### Sequential cells grouped by signal name, run 1

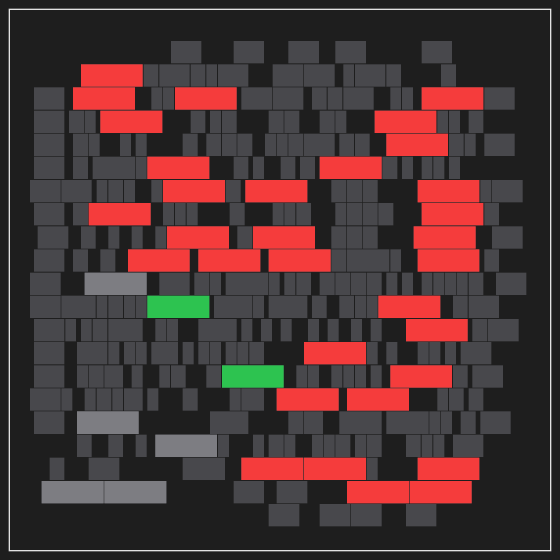
### Wires at chosen ports, followed through buffers, run 1

The bar under the picture is 20 microns long.
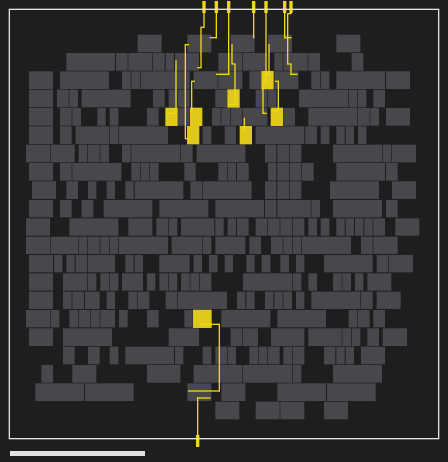
### Clock wires, drivers and flops, run 1

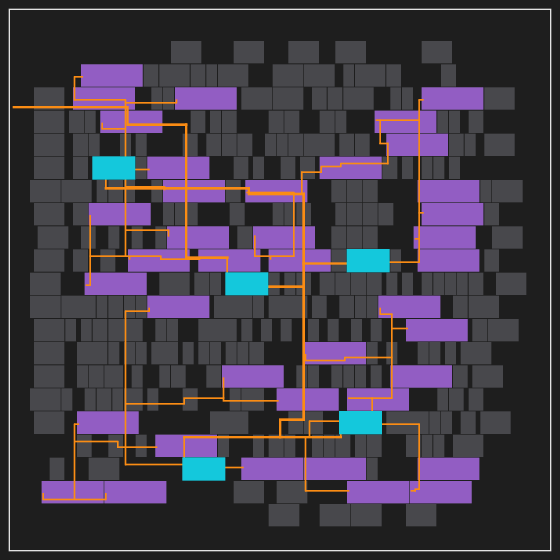
==> config.mk <==
export PLATFORM = sky130hd
export DESIGN_NAME = systolic_result_drain
export DESIGN_NICKNAME = d
export VERILOG_FILES = /design/src/rtl/systolic_result_drain_pkg.sv /design/src/rtl/systolic_result_drain_shadow_bank.sv /design/src/rtl/systolic_result_drain.sv
export SDC_FILE = /design/constraint.sdc
export NUM_CORES = 1
export LEC_CHECK = 0
export ABC_AREA = 1
export CAP_MARGIN = 0
export CORE_MARGIN = 2
export CORE_UTILIZATION = 50
export CTS_BUF_LIST = sky130_fd_sc_hd__clkbuf_8
export DETAILED_ROUTE_END_ITERATION = 7
export PLACE_DENSITY = 0.88
export SYNTH_ARGS = -nofsm -noshare
export SYNTH_HDL_FRONTEND = slang
export SYNTH_SLANG_ARGS = --single-unit
==> constraint.sdc <==
create_clock -name clk -period 4.78 [get_ports clk]
set_clock_uncertainty 0.1 [all_clocks]
set_input_delay 0.956 -clock clk [delete_from_list [all_inputs] [get_ports clk]]
set_output_delay 0.956 -clock clk [all_outputs]
set_load 0.02 [all_outputs]
==> Changelog: implementation, run 1 <==
### Changed

- Final Slew Violations: 0
- Setup bufs post-CTS: 0
- Yosys cell count: 246
- EDFF count, synth: 0
- FP Rows: 21
- Mux frac, synth: 0
- CTS Hold Bufs: 0
- CTS root buf: clkbuf_8
- Tightest Pin Transition: 0.4174 ns
- Die Span Y: 63.44 microns
- DRC: 0
- Final period util: 0.7212
- Chip Area, Yosys: 0.001767 sq mm
- Max Clk Rate: 290.1 MHz
- Layout cell share with drive strength beyond 1: 0.05208
- Worst path cell trace: inv_1 -> ha_1 -> inv_1 -> nor2_1 -> nor2_1 -> o21ai_0 -> a21boi_0 -> clkdlybuf4s50_1
- Synthesized area per cell: 7.182 sq um
- Fillers: between 300 and 400
- Fin crit period: about 3.4 ns
- # setup viols final: 0
- CTS max path bufs: 2
- Final Hold Viols: 0
- Worst setup SP type: register
- GR Util All Layers: 0.2156
- HP Class: register to register
- Synth Seq Share: 0.4419
- Initial antenna violation count: 0
- Max Cap Violations: 0
- Yosys adder share: 0.02833
- Ant diodes: 0
- Log Warnings: 29
- #FFs+latches synth: 39
- First-pass DRT Iterations: 4
- Outcome: complete, no violations
- Top Family by Delay on Critical Path: buffers and inverters
- CTS clk-pin slew, worst paths: 0.07 ns
- Placement Setup Slack: around 1.4 ns
- Tot Pwr: 0.0007104 W
- Area growth, synth to finish: 30.81%
- CP required: between 3 and 4 ns
- Pleak: 0.9389 nW
- Fin worst setup slack: between 1 and 1.5 ns
- Most frequent cells in the layout: nor2_1 (68), clkdlybuf4s50_1 (49), o21ai_0 (48), dfxtp_1 (39), nand2_1 (21)
- Top cell area share: 0.4419
- Synth Cell Area: 0.001767 sq mm
- Worst hold margin: 0.3878 ns
- Cells after DPL: 327
- Core Region: 0.003363 sq mm
- Worst Path Buf+Inv: 3
- Final Instance Count excl. Fillers: 334
- Commonest Layout Cell: nor2_1
- First-pass GRT wire length: 6.748 mm
- Arr. time, crit path: 2.39 ns
- Relative slew slack: 0.7213
- Slowest cell on crit path: clkdlybuf4s50_1
- Complex Gates by Area: 0.1763
- Xor+xnor area frac: 0
- Dominant comb cell: simple AND/OR/NAND/NOR gates
- Syn nets: 286
- Max FFs per register: 32
- TritonCTS clock tree: built
- Ys flop type: dfxtp_1
- Post-CTS Resized: 0
Notes on 'Sequential cells grouped by signal name' above:
- index_q: green (flops 2)
- u_shadow_bank.shadow_q: red (flops 32)
- not colored: 5
P_seq: 0.000367 W
Flop area: 780.7 sq um
final core utilization: 0.6871
Seq area share: 0.3378

Notes on 'Wires at chosen ports, followed through buffers' above:
- out_data: yellow (direction output; end cells 8; buffers 8; wire 138 microns)
Buffers on Ports: 49
io pins: 50

Notes on 'Clock wires, drivers and flops' above:
- cells driving clock nets: cyan (count 5)
- flip-flops: purple (count 39)
- clock wires: orange (length 442 microns)
- flops lie: all over the die
- routed clock nets: 6
clk pwr: 0.000222 W
Latency at later pin: 0.29 ns
Clk pwr share: 0.312

run 1: report_power, final:
part	leakage [nW]	switching [W]	total [W]	internal (W)
logic	0.569	0.0000625	0.000122	0.0000594
registers	0.322	0.0000168	0.000367	0.000350
clock network	0.0470	0.000109	0.000222	0.000113
total	0.939	0.000188	0.000710	0.000522
run 1: final cells by class:
type                    instances  area share
clock buffers                   6     0.03573
clock inverters                 1    0.002166
inverters                      15     0.02545
multi-input cells             178      0.3617
flip-flops and latches         39      0.3378
well taps                      46     0.02491
repair buffers                 49      0.2122
run 1: layer usage:
metal / vias up / GRT usage / wire length, microns
met5: - / 0 / 0
met4: 0 / 0.06522 / 46
met3: 6 / 0.06786 / 214
met2: 39 / 0.3632 / 1954
met1: 739 / 0.2621 / 1859
li1: 882 / - / -
==> run 2: changes to the inputs <==
- CORE_UTILIZATION: 50 -> 49
- PLACE_DENSITY: 0.88 -> 0.87
- clock period: 4.78 -> 3.4 ns (I/O delays scaled with it)
==> Changelog: implementation, run 2 <==
### Changed

- Worst path cell trace: inv_1 -> ha_1 -> inv_1 -> nor2_1 -> nor2_1 -> o21ai_0 -> a21boi_0 -> clkdlybuf4s50_1
- Most frequent cells in the layout: nor2_1 (68), clkdlybuf4s50_1 (49), o21ai_0 (48), dfxtp_1 (39), nand2_1 (21)
- Worst setup SP type: register
- Chip Area, Yosys: 0.001767 sq mm (unchanged)
- Outcome: complete, no violations
- Layout cell share with drive strength beyond 1: 0.05190 (-0.0001802)
- Fin worst setup slack: 0.2938 ns (-1.039 ns)
- #FFs+latches synth: 39 (unchanged)
- Synth Seq Share: 0.4419 (unchanged)
- Slowest cell on crit path: clkdlybuf4s50_1
- First-pass DRT Iterations: 4 (unchanged)
- Final Hold Viols: 0 (unchanged)
- Final Instance Count excl. Fillers: 335 (+0.30%)
- Commonest Layout Cell: nor2_1
- Seq Cell Count: 39 (unchanged)
- Setup bufs post-CTS: 0 (unchanged)
- Non-clock buffer share: 0.2082 (-0.004057)
- Arr. time, crit path: 2.33 ns (-0.06 ns)
- Placement Setup Slack: 0.6002 ns (-0.8080 ns)
- Buffers on Ports: 49 (unchanged)
- Fin crit period: 3.106 ns
- CP required: 2.62 ns (-1.10 ns)
- Flop area: 780.7 sq um (unchanged)
- Pleak: 0.9614 nW (+2.4%)
- Routed wl met2: 2.128 mm (+8.9%)
- Post-CTS Resized: 0 (unchanged)
- Layout clock area frac: 0.05629 (+0.01839)
- HP Class: register to register
- Fillers: 273 (-15%)
- Comb_multi_in: 178 (unchanged)
- Logic inverters: 15 (unchanged)
- First-pass GRT wire length: 7.224 mm (+7.1%)
- Final period util: 0.9136
- Worst Path Buf+Inv: 3 (unchanged)
- CTS max path bufs: 2 (unchanged)
- Tap Cells: 46 (unchanged)
- Synth Cell Area: 0.001767 sq mm (unchanged)
- Routed wl met3: 268 microns (+25%)
- Syn nets: 286 (unchanged)
- Max Clk Rate: roughly 320 MHz
- Synthesized area per cell: 7.182 sq um (unchanged)
- Initial antenna violation count: 0 (unchanged)
- Top class by area: combinational gates
- Final Slew Violations: 0 (unchanged)
run 2: cell counts after synthesis:
Identical to the previous run, type by type.
run 2: cells by family after synthesis:
group / share of synthesized area
DFF: 0.4419
and+or+nand+nor: 0.2684
adders and majority gates: 0.02833
buffers and inverters: 0.08498
AOI/OAI and AO/OA: 0.1763
run 2: metrics by stage:
step / hold WS, ns / total power [W]
6_report: 0.3857 / 0.001136
5_1_grt: 0.4126 / 0.001190
4_1_cts: 0.3850 / 0.001144
3_5_place_dp: 0.3721 / 0.0006976
3_3_place_gp: 0.3569 / 0.0006920
2_1_floorplan: 0.3489 / 0.0006275
run 2: power breakdown:
part           switching, W  internal (W)  leakage (nW)
registers         0.0000225      0.000492         0.322
logic             0.0000901     0.0000836         0.569
clock network      0.000158      0.000290        0.0695
### Sequential cells grouped by signal name, run 2

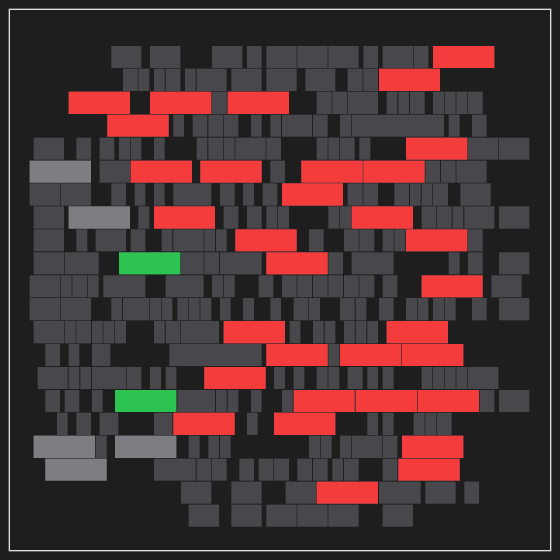
- u_shadow_bank.shadow_q: red (flops 32)
- index_q: green (flops 2)
- not colored: 5
P_seq: 0.000514 W
final core utilization: 0.6951
Seq area share: 0.3314

### Met1 routing, run 2

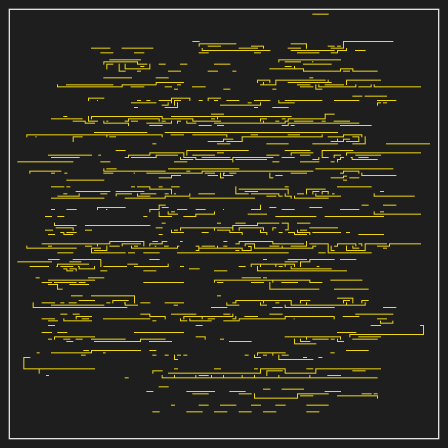
- main direction: horizontal
- longest straight run: 32.2 microns
DR vias: 1,688
met1 usage: 0.2616
final wirelength: 4.208 mm

No activity file was given, so power comes from the tool's default toggle rates.
